**Run 1: routing congestion map**

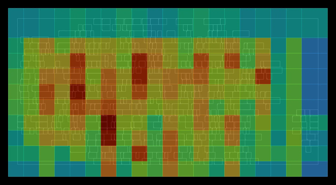
**Run 1: metal layers overlaid**

The bar under the picture is 50 µm long.
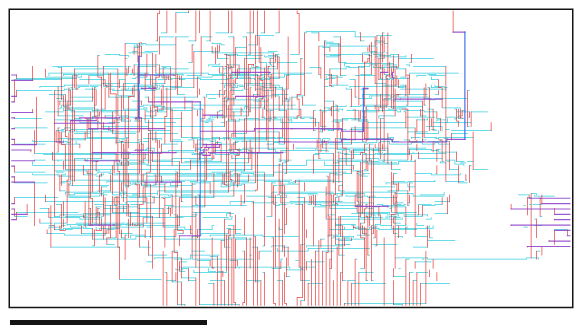
**Run 1: pin map**

Pins as bars across the die edge, other pins in grey.
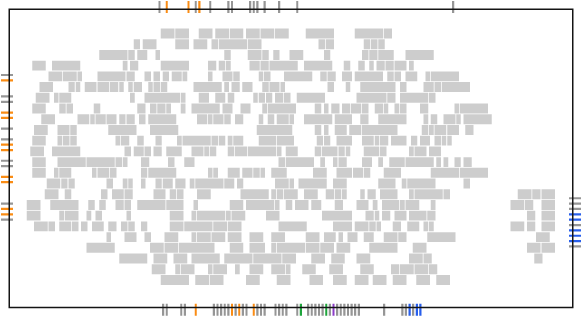
**Run 1: sequential cells coloured by netlist name**

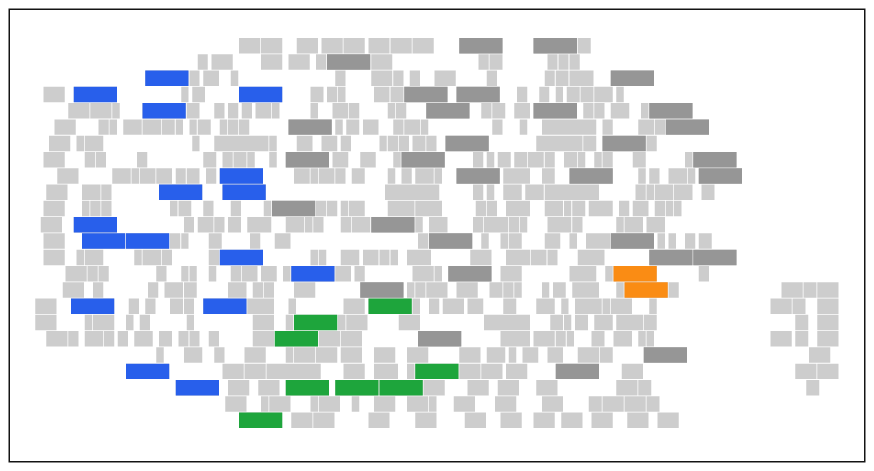
$ cat config.mk
export PLATFORM = sky130hd
export DESIGN_NAME = debugger_mem_sequencer
export DESIGN_NICKNAME = d
export VERILOG_FILES = /design/src/rtl/debugger_mem_sequencer.sv
export SDC_FILE = /design/constraint.sdc
export NUM_CORES = 1
export LEC_CHECK = 0
export ABC_CLOCK_PERIOD_IN_PS = 3200
export CORE_ASPECT_RATIO = 0.5
export CORE_MARGIN = 4
export CORE_UTILIZATION = 35
export CTS_CLUSTER_DIAMETER = 150
export DETAILED_ROUTE_END_ITERATION = 8
export GPL_TIMING_DRIVEN = 0
export MAX_ROUTING_LAYER = met4
export PLACE_DENSITY = 0.66
export SETUP_SLACK_MARGIN = 0.15
export SLEW_MARGIN = 20
export SYNTH_ARGS = -nofsm -noshare
export SYNTH_HDL_FRONTEND = slang
export SYNTH_SLANG_ARGS = --single-unit
$ cat constraint.sdc
create_clock -name i_clk -period 3.2 [get_ports i_clk]
set_input_delay 0.32 -clock i_clk [delete_from_list [all_inputs] [get_ports i_clk]]
set_output_delay 0.32 -clock i_clk [all_outputs]
set_load 0.05 [all_outputs]
$ cat src/rtl/debugger_mem_sequencer.sv
// Burst sequencer for the debugger port of the shared CPU/debugger memory mux.
// Turns one block read/write command into single-byte accesses issued only in free memory slots.
module debugger_mem_sequencer #(
    parameter int LEN_W      = 8,
    parameter int WAIT_LIMIT = 1024
) (
    input  logic             i_clk,
    input  logic             i_reset,
    input  logic             i_cmd_valid,
    output logic             o_cmd_ready,
    input  logic             i_cmd_rw,
    input  logic [15:0]      i_cmd_address,
    input  logic [LEN_W-1:0] i_cmd_length,
    input  logic             i_wdata_valid,
    output logic             o_wdata_ready,
    input  logic [7:0]       i_wdata,
    output logic             o_rdata_valid,
    input  logic             i_rdata_ready,
    output logic [7:0]       o_rdata,
    input  logic             i_cpu_en,
    input  logic             i_cpu_halted,
    input  logic             i_abort,
    output logic             o_dbg_en,
    output logic             o_dbg_rw,
    output logic [15:0]      o_dbg_address,
    output logic [7:0]       o_dbg_data,
    input  logic [7:0]       i_dbg_data,
    output logic             o_busy,
    output logic             o_done,
    output logic [1:0]       o_status
);

    typedef enum logic [1:0] {
        S_IDLE,
        S_WAIT,
        S_CAPTURE,
        S_DRAIN
    } state_t;

    localparam logic [1:0]  STATUS_OK      = 2'd0;
    localparam logic [1:0]  STATUS_ABORT   = 2'd1;
    localparam logic [1:0]  STATUS_TIMEOUT = 2'd2;
    localparam logic [15:0] WAIT_LAST      = 16'(WAIT_LIMIT - 1);

    state_t           state;
    logic             rw;
    logic [15:0]      address;
    logic [LEN_W-1:0] remaining;
    logic [15:0]      wait_cnt;

    logic       slot_free;
    logic       issue;
    logic       last_byte;
    logic       drain_accept;
    logic       finish;
    logic [1:0] finish_status;

    // The debugger wins arbitration in the mux, so it may only go when the CPU is idle or halted.
    assign slot_free    = i_cpu_halted || !i_cpu_en;
    assign issue        = (state == S_WAIT) && !i_abort && slot_free && (rw || i_wdata_valid);
    assign last_byte    = (remaining == '0);
    assign drain_accept = (state == S_DRAIN) && i_rdata_ready;

    assign o_cmd_ready   = (state == S_IDLE);
    assign o_dbg_en      = issue;
    assign o_wdata_ready = issue && !rw;
    assign o_dbg_rw      = rw;
    assign o_dbg_address = address;
    assign o_dbg_data    = (state == S_WAIT && !rw) ? i_wdata : 8'h00;

    // NOTE: every always_comb output gets a default first so no path can infer a latch.
    always_comb begin
        finish        = 1'b0;
        finish_status = STATUS_OK;
        if (state != S_IDLE && i_abort) begin
            finish        = 1'b1;
            finish_status = STATUS_ABORT;
        end else if (state == S_WAIT && !issue && wait_cnt == WAIT_LAST) begin
            finish        = 1'b1;
            finish_status = STATUS_TIMEOUT;
        end else if (((issue && !rw) || drain_accept) && last_byte) begin
            finish        = 1'b1;
            finish_status = STATUS_OK;
        end
    end

    // NOTE: sequential state uses non-blocking assignments only, so every register sees pre-edge values.
    always_ff @(posedge i_clk) begin
        if (i_reset) begin
            state         <= S_IDLE;
            rw            <= 1'b1;
            address       <= 16'h0000;
            remaining     <= '0;
            wait_cnt      <= 16'h0000;
            o_rdata       <= 8'h00;
            o_rdata_valid <= 1'b0;
            o_busy        <= 1'b0;
            o_done        <= 1'b0;
            o_status      <= STATUS_OK;
        end else begin
            o_done <= finish;
            if (finish) begin
                state         <= S_IDLE;
                o_busy        <= 1'b0;
                o_rdata_valid <= 1'b0;
                o_status      <= finish_status;
            end else begin
                unique case (state)
                    S_IDLE: begin
                        if (i_cmd_valid) begin
                            rw        <= i_cmd_rw;
                            address   <= i_cmd_address;
                            remaining <= i_cmd_length;
                            wait_cnt  <= 16'h0000;
                            o_busy    <= 1'b1;
                            state     <= S_WAIT;
                        end
                    end
                    S_WAIT: begin
                        if (issue) begin
                            wait_cnt <= 16'h0000;
                            if (rw) begin
                                state <= S_CAPTURE;
                            end else begin
                                remaining <= remaining - LEN_W'(1);
                                address   <= address + 16'd1;
                            end
                        end else begin
                            wait_cnt <= wait_cnt + 16'd1;
                        end
                    end
                    S_CAPTURE: begin
                        o_rdata       <= i_dbg_data;
                        o_rdata_valid <= 1'b1;
                        state         <= S_DRAIN;
                    end
                    S_DRAIN: begin
                        // Single-entry buffer: the next read is not issued until this byte leaves.
                        if (i_rdata_ready) begin
                            o_rdata_valid <= 1'b0;
                            remaining     <= remaining - LEN_W'(1);
                            address       <= address + 16'd1;
                            state         <= S_WAIT;
                        end
                    end
                    default: state <= S_IDLE;
                endcase
            end
        end
    end

endmodule

==> results.sh, run 1 <==
# source this file to load flow results
export IMPL_outcome="complete, no violations"
export IMPL_initCoreUtil_pct=36.19
export IMPL_flop_cell="dfxtp_1"
export IMPL_min_from="i_reset"
export IMPL_drt_first_iter_violations=217
export IMPL_r2r_cells=9
export IMPL_n_multi_input_combinational_cell=306
export IMPL_post_synth_top_area_cell="dfxtp_1"
export IMPL_max_cap_violations=0
export IMPL_met3RoutedLength_um=428
export IMPL_cells_in_synth_stat_txt=391
export IMPL_netlist_area_mm2=0.003173
export IMPL_timing_final_setup_violations=0
export IMPL_path_depth=6
export IMPL_finish_cell_count_without_fillers=603
export IMPL_final_comb_area_mm2=0.001882
export IMPL_worst_path_dominant_cell_family="buffers and inverters"
export IMPL_hold_ws_ns=0.2853
export IMPL_clockBufferCount=5
export IMPL_post_cts_resized=0
export IMPL_min_path_cells=2
export IMPL_post_synth_ao_oa_area_fraction_pct=20.86
export IMPL_n_sequential_cell=56
export IMPL_power_switching_share_pct=48.17
export IMPL_post_synth_num_cell_types=60
export IMPL_route_detailed_drc=0
export IMPL_cellInternalPower_mw=1.969
export IMPL_topCombFamilyByArea="simple AND/OR/NAND/NOR gates"
export IMPL_vdd_ir_drop_worst_uv=502.0
export IMPL_drt_antenna_violating_nets=0
export IMPL_worstPathRequired_ns=2.88
export IMPL_fillers=881
export IMPL_ios=90
export IMPL_worstPathCellList="inv_1, ha_1, buf_6, nor2b_1, and2_1, clkdlybuf4s50_1"
export IMPL_startpoint="state[1]$_SDFFE_PP0P_"
export IMPL_rsz0062_at_grt="false"
export IMPL_synth_top_cell_area_share_pct=35.33
export IMPL_post_synth_most_frequent_cells="dfxtp_1, a21oi_1, nor2_1"
export IMPL_diodes=0
export IMPL_setup_worst_path_class="register to output port"
export IMPL_edf_count=0
export IMPL_cp_max_stage_cell="clkdlybuf4s50_1"
export IMPL_cp_end_kind="output port"
export IMPL_mappedNetlistNets=449
export IMPL_via_per_inst=5.307
export IMPL_n_all_buffers=111
export IMPL_max_slew_margin_rel_pct=43.15
export IMPL_synth_simple_gate_area_share_pct=29.81
export IMPL_post_cts_hold_buffer_count=0
export IMPL_synthArstFlopShare_pct=0
export IMPL_clock_cell_area_share_pct=3.173
export IMPL_place_inst=596
export IMPL_first_global_vias=3027
export IMPL_slew_at_the_pin_closest_to_its_max_slew_limit_ns=0.8482
export IMPL_power_leakage_nw=1.502
export IMPL_yosysWarnings=0
export IMPL_flop_area_mm2=0.001121
export IMPL_seqPwrFrac_pct=27.8
export IMPL_grt_antenna_before_repair=0
export IMPL_dp_hpwl_um=6777
export IMPL_layout_nets=544
export IMPL_layout_setup_ws_ns=0.4436
export IMPL_overall_power_after_layout_mw=3.799
export IMPL_post_route_util_pct=49.47
export IMPL_cp_buffers_inverters=3
export IMPL_final_setup_tns_ns=0
export IMPL_layout_top_cells_excl_fill_tap="clkdlybuf4s50_1, dfxtp_1, a21oi_1"
export IMPL_first_pass_grt_wire_length_um=15200
export IMPL_synth_xor_xnor_area_share_pct=1.932
export IMPL_openroad_warnings=31
export IMPL_stdcell_area_mm2=0.004338
export IMPL_grt_start_max_net_pins=17
export IMPL_timing_clock_skew_ns=0.005003
export IMPL_tritoncts_num_buffers=5
export IMPL_die_w_um=142.7
export IMPL_globalplace_congestion=0.8568
export IMPL_cts_tree="built"
export IMPL_syn_avg_cell_area_um2=8.115
export IMPL_timing_final_crit_period_ns=2.756
export IMPL_buffer_ports_inserted=88
export IMPL_grt_overflow_total=0
export IMPL_vias=3200
export IMPL_place_worst_setup_slack_ns=0.4926
export IMPL_seq_pwr_mw=1.06
Notes on 'routing congestion map' above:
total routing resource utilization after global routing: 18.14%
met2 routing resource usage after global routing: 29.26%

Notes on 'metal layers overlaid' above:
- purple: metal 3 (wire length 428 µm)
- cyan: metal 1 (wire length 4510 µm)
- red: metal 2 (wire length 4190 µm)
- blue: metal 4 (wire length 87.7 µm)

Notes on 'pin map' above:
- green: o_status (pins 2; direction output; edge bottom)
- blue: o_dbg_data (pins 8; direction output; edge 5 right, 3 bottom)
- purple: i_cpu_halted (pins 1; direction input; edge bottom)
- orange: i_cmd_address (pins 16; direction input; edge 9 left, 4 bottom, 3 top)
- all pins by edge: 47 bottom, 18 left, 15 top, 10 right

Notes on 'sequential cells coloured by netlist name' above:
- blue: o_dbg_address (placed flops 16)
- green: o_rdata (placed flops 8)
- orange: state (placed flops 2)

==> run 1: worst paths after layout <==
check / slack, ns / to
setup reg to reg: 0.56 / wait_cnt[2]$_SDFFE_PP0P_
setup / recovery: 0.44 / o_dbg_data[5]
hold / removal: 0.29 / o_dbg_rw$_SDFFE_PP1P_
hold reg to reg: 0.48 / wait_cnt[1]$_SDFFE_PP0P_
==> run 1: flip-flops by register name, indices dropped and copies added, names as in the netlist <==
name	count
o_rdata	8
o_dbg_rw	1
o_busy	1
o_dbg_address	16
remaining	8
o_rdata_valid	1
wait_cnt	16
state	2
o_done	1
o_status	2
==> run 2, diff against run 1 <==
--- a/config.mk
+++ b/config.mk
@@ -19,3 +19,4 @@
 export SYNTH_ARGS = -nofsm -noshare
 export SYNTH_HDL_FRONTEND = slang
 export SYNTH_SLANG_ARGS = --single-unit
+export TNS_END_PERCENT = 30
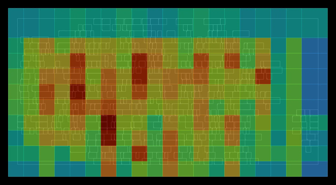
**Above:** run 2 (routing congestion map).
average routed wire per standard cell: 15.27 µm
GRT met3 Usage: 3.072%
met1 track demand over resource in global routing: 24.19%
most used routing layer: met2

==> results.sh, run 2 <==
# source this file to load flow results
export IMPL_clock_cell_area_share_pct=3.173
export IMPL_overall_power_after_layout_mw=3.799
export IMPL_n_all_buffers=111
export IMPL_first_pass_grt_wire_length_um=15200
export IMPL_place_worst_setup_slack_ns=0.4926
export IMPL_post_synth_most_frequent_cells="dfxtp_1, a21oi_1, nor2_1"
export IMPL_final_setup_tns_ns=0
export IMPL_tritoncts_num_buffers=5
export IMPL_worstPathRequired_ns=2.88
export IMPL_grt_overflow_total=0
export IMPL_clockBufferCount=5
export IMPL_cells_in_synth_stat_txt=391
export IMPL_setup_worst_path_class="register to output port"
export IMPL_post_synth_num_cell_types=60
export IMPL_syn_avg_cell_area_um2=8.115
export IMPL_cp_buffers_inverters=3
export IMPL_ios=90
export IMPL_globalplace_congestion=0.8568
export IMPL_initCoreUtil_pct=36.19
export IMPL_power_switching_share_pct=48.17
export IMPL_stdcell_area_mm2=0.004338
export IMPL_timing_final_setup_violations=0
export IMPL_seqPwrFrac_pct=27.8
export IMPL_power_leakage_nw=1.502
export IMPL_total_routing_resource_utilization_after_global_routing_pct=18.14
export IMPL_drt_antenna_violating_nets=0
export IMPL_openroad_warnings=31
export IMPL_final_comb_area_mm2=0.001882
export IMPL_seq_pwr_mw=1.06
export IMPL_timing_clock_skew_ns=0.005003
export IMPL_cellInternalPower_mw=1.969
export IMPL_cts_tree="built"
export IMPL_hold_ws_ns=0.2853
export IMPL_max_cap_violations=0
export IMPL_layout_setup_ws_ns=0.4436
export IMPL_outcome="complete, no violations"
export IMPL_via_per_inst=5.307
export IMPL_vias=3200
export IMPL_grt_start_max_net_pins=17
export IMPL_buffer_ports_inserted=88
export IMPL_slew_at_the_pin_closest_to_its_max_slew_limit_ns=0.8482
export IMPL_dp_hpwl_um=6777
export IMPL_vdd_ir_drop_worst_uv=502.0
export IMPL_n_multi_input_combinational_cell=306
export IMPL_max_slew_margin_rel_pct=43.15
export IMPL_drt_first_iter_violations=217
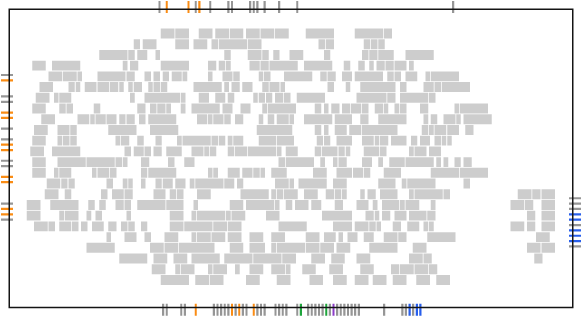
**Above:** run 2 (pin map).
Pins as bars across the die edge, other pins in grey.
- orange: i_cmd_address (pins 16; direction input; edge 9 left, 4 bottom, 3 top)
- green: o_status (pins 2; direction output; edge bottom)
- blue: o_dbg_data (pins 8; direction output; edge 5 right, 3 bottom)
- purple: i_cpu_halted (pins 1; direction input; edge bottom)
- all pins by edge: 47 bottom, 18 left, 15 top, 10 right

## run 2: cell counts in the layout (fill, tap and decap cells not counted)
No cell type changed its count.
## run 2: worst paths after layout
path         cells after the start                startpoint                        to  slack (ns)
min reg2reg                      2  wait_cnt[1]$_SDFFE_PP0P_  wait_cnt[1]$_SDFFE_PP0P_        0.48
max                              6     state[1]$_SDFFE_PP0P_             o_dbg_data[5]        0.44
min                              2                   i_reset     o_dbg_rw$_SDFFE_PP1P_        0.29
max reg2reg                      9     state[1]$_SDFFE_PP0P_  wait_cnt[2]$_SDFFE_PP0P_        0.56
## run 2: layer usage
metal  GRT usage (%)  up-vias  part of all wire [%]
met4           4.320        0                  0.94
met3           3.072       10                   4.6
met5               -        -                     0
met1           24.19     1492                    49
li1                -     1611                     -
met2           29.26       87                    45
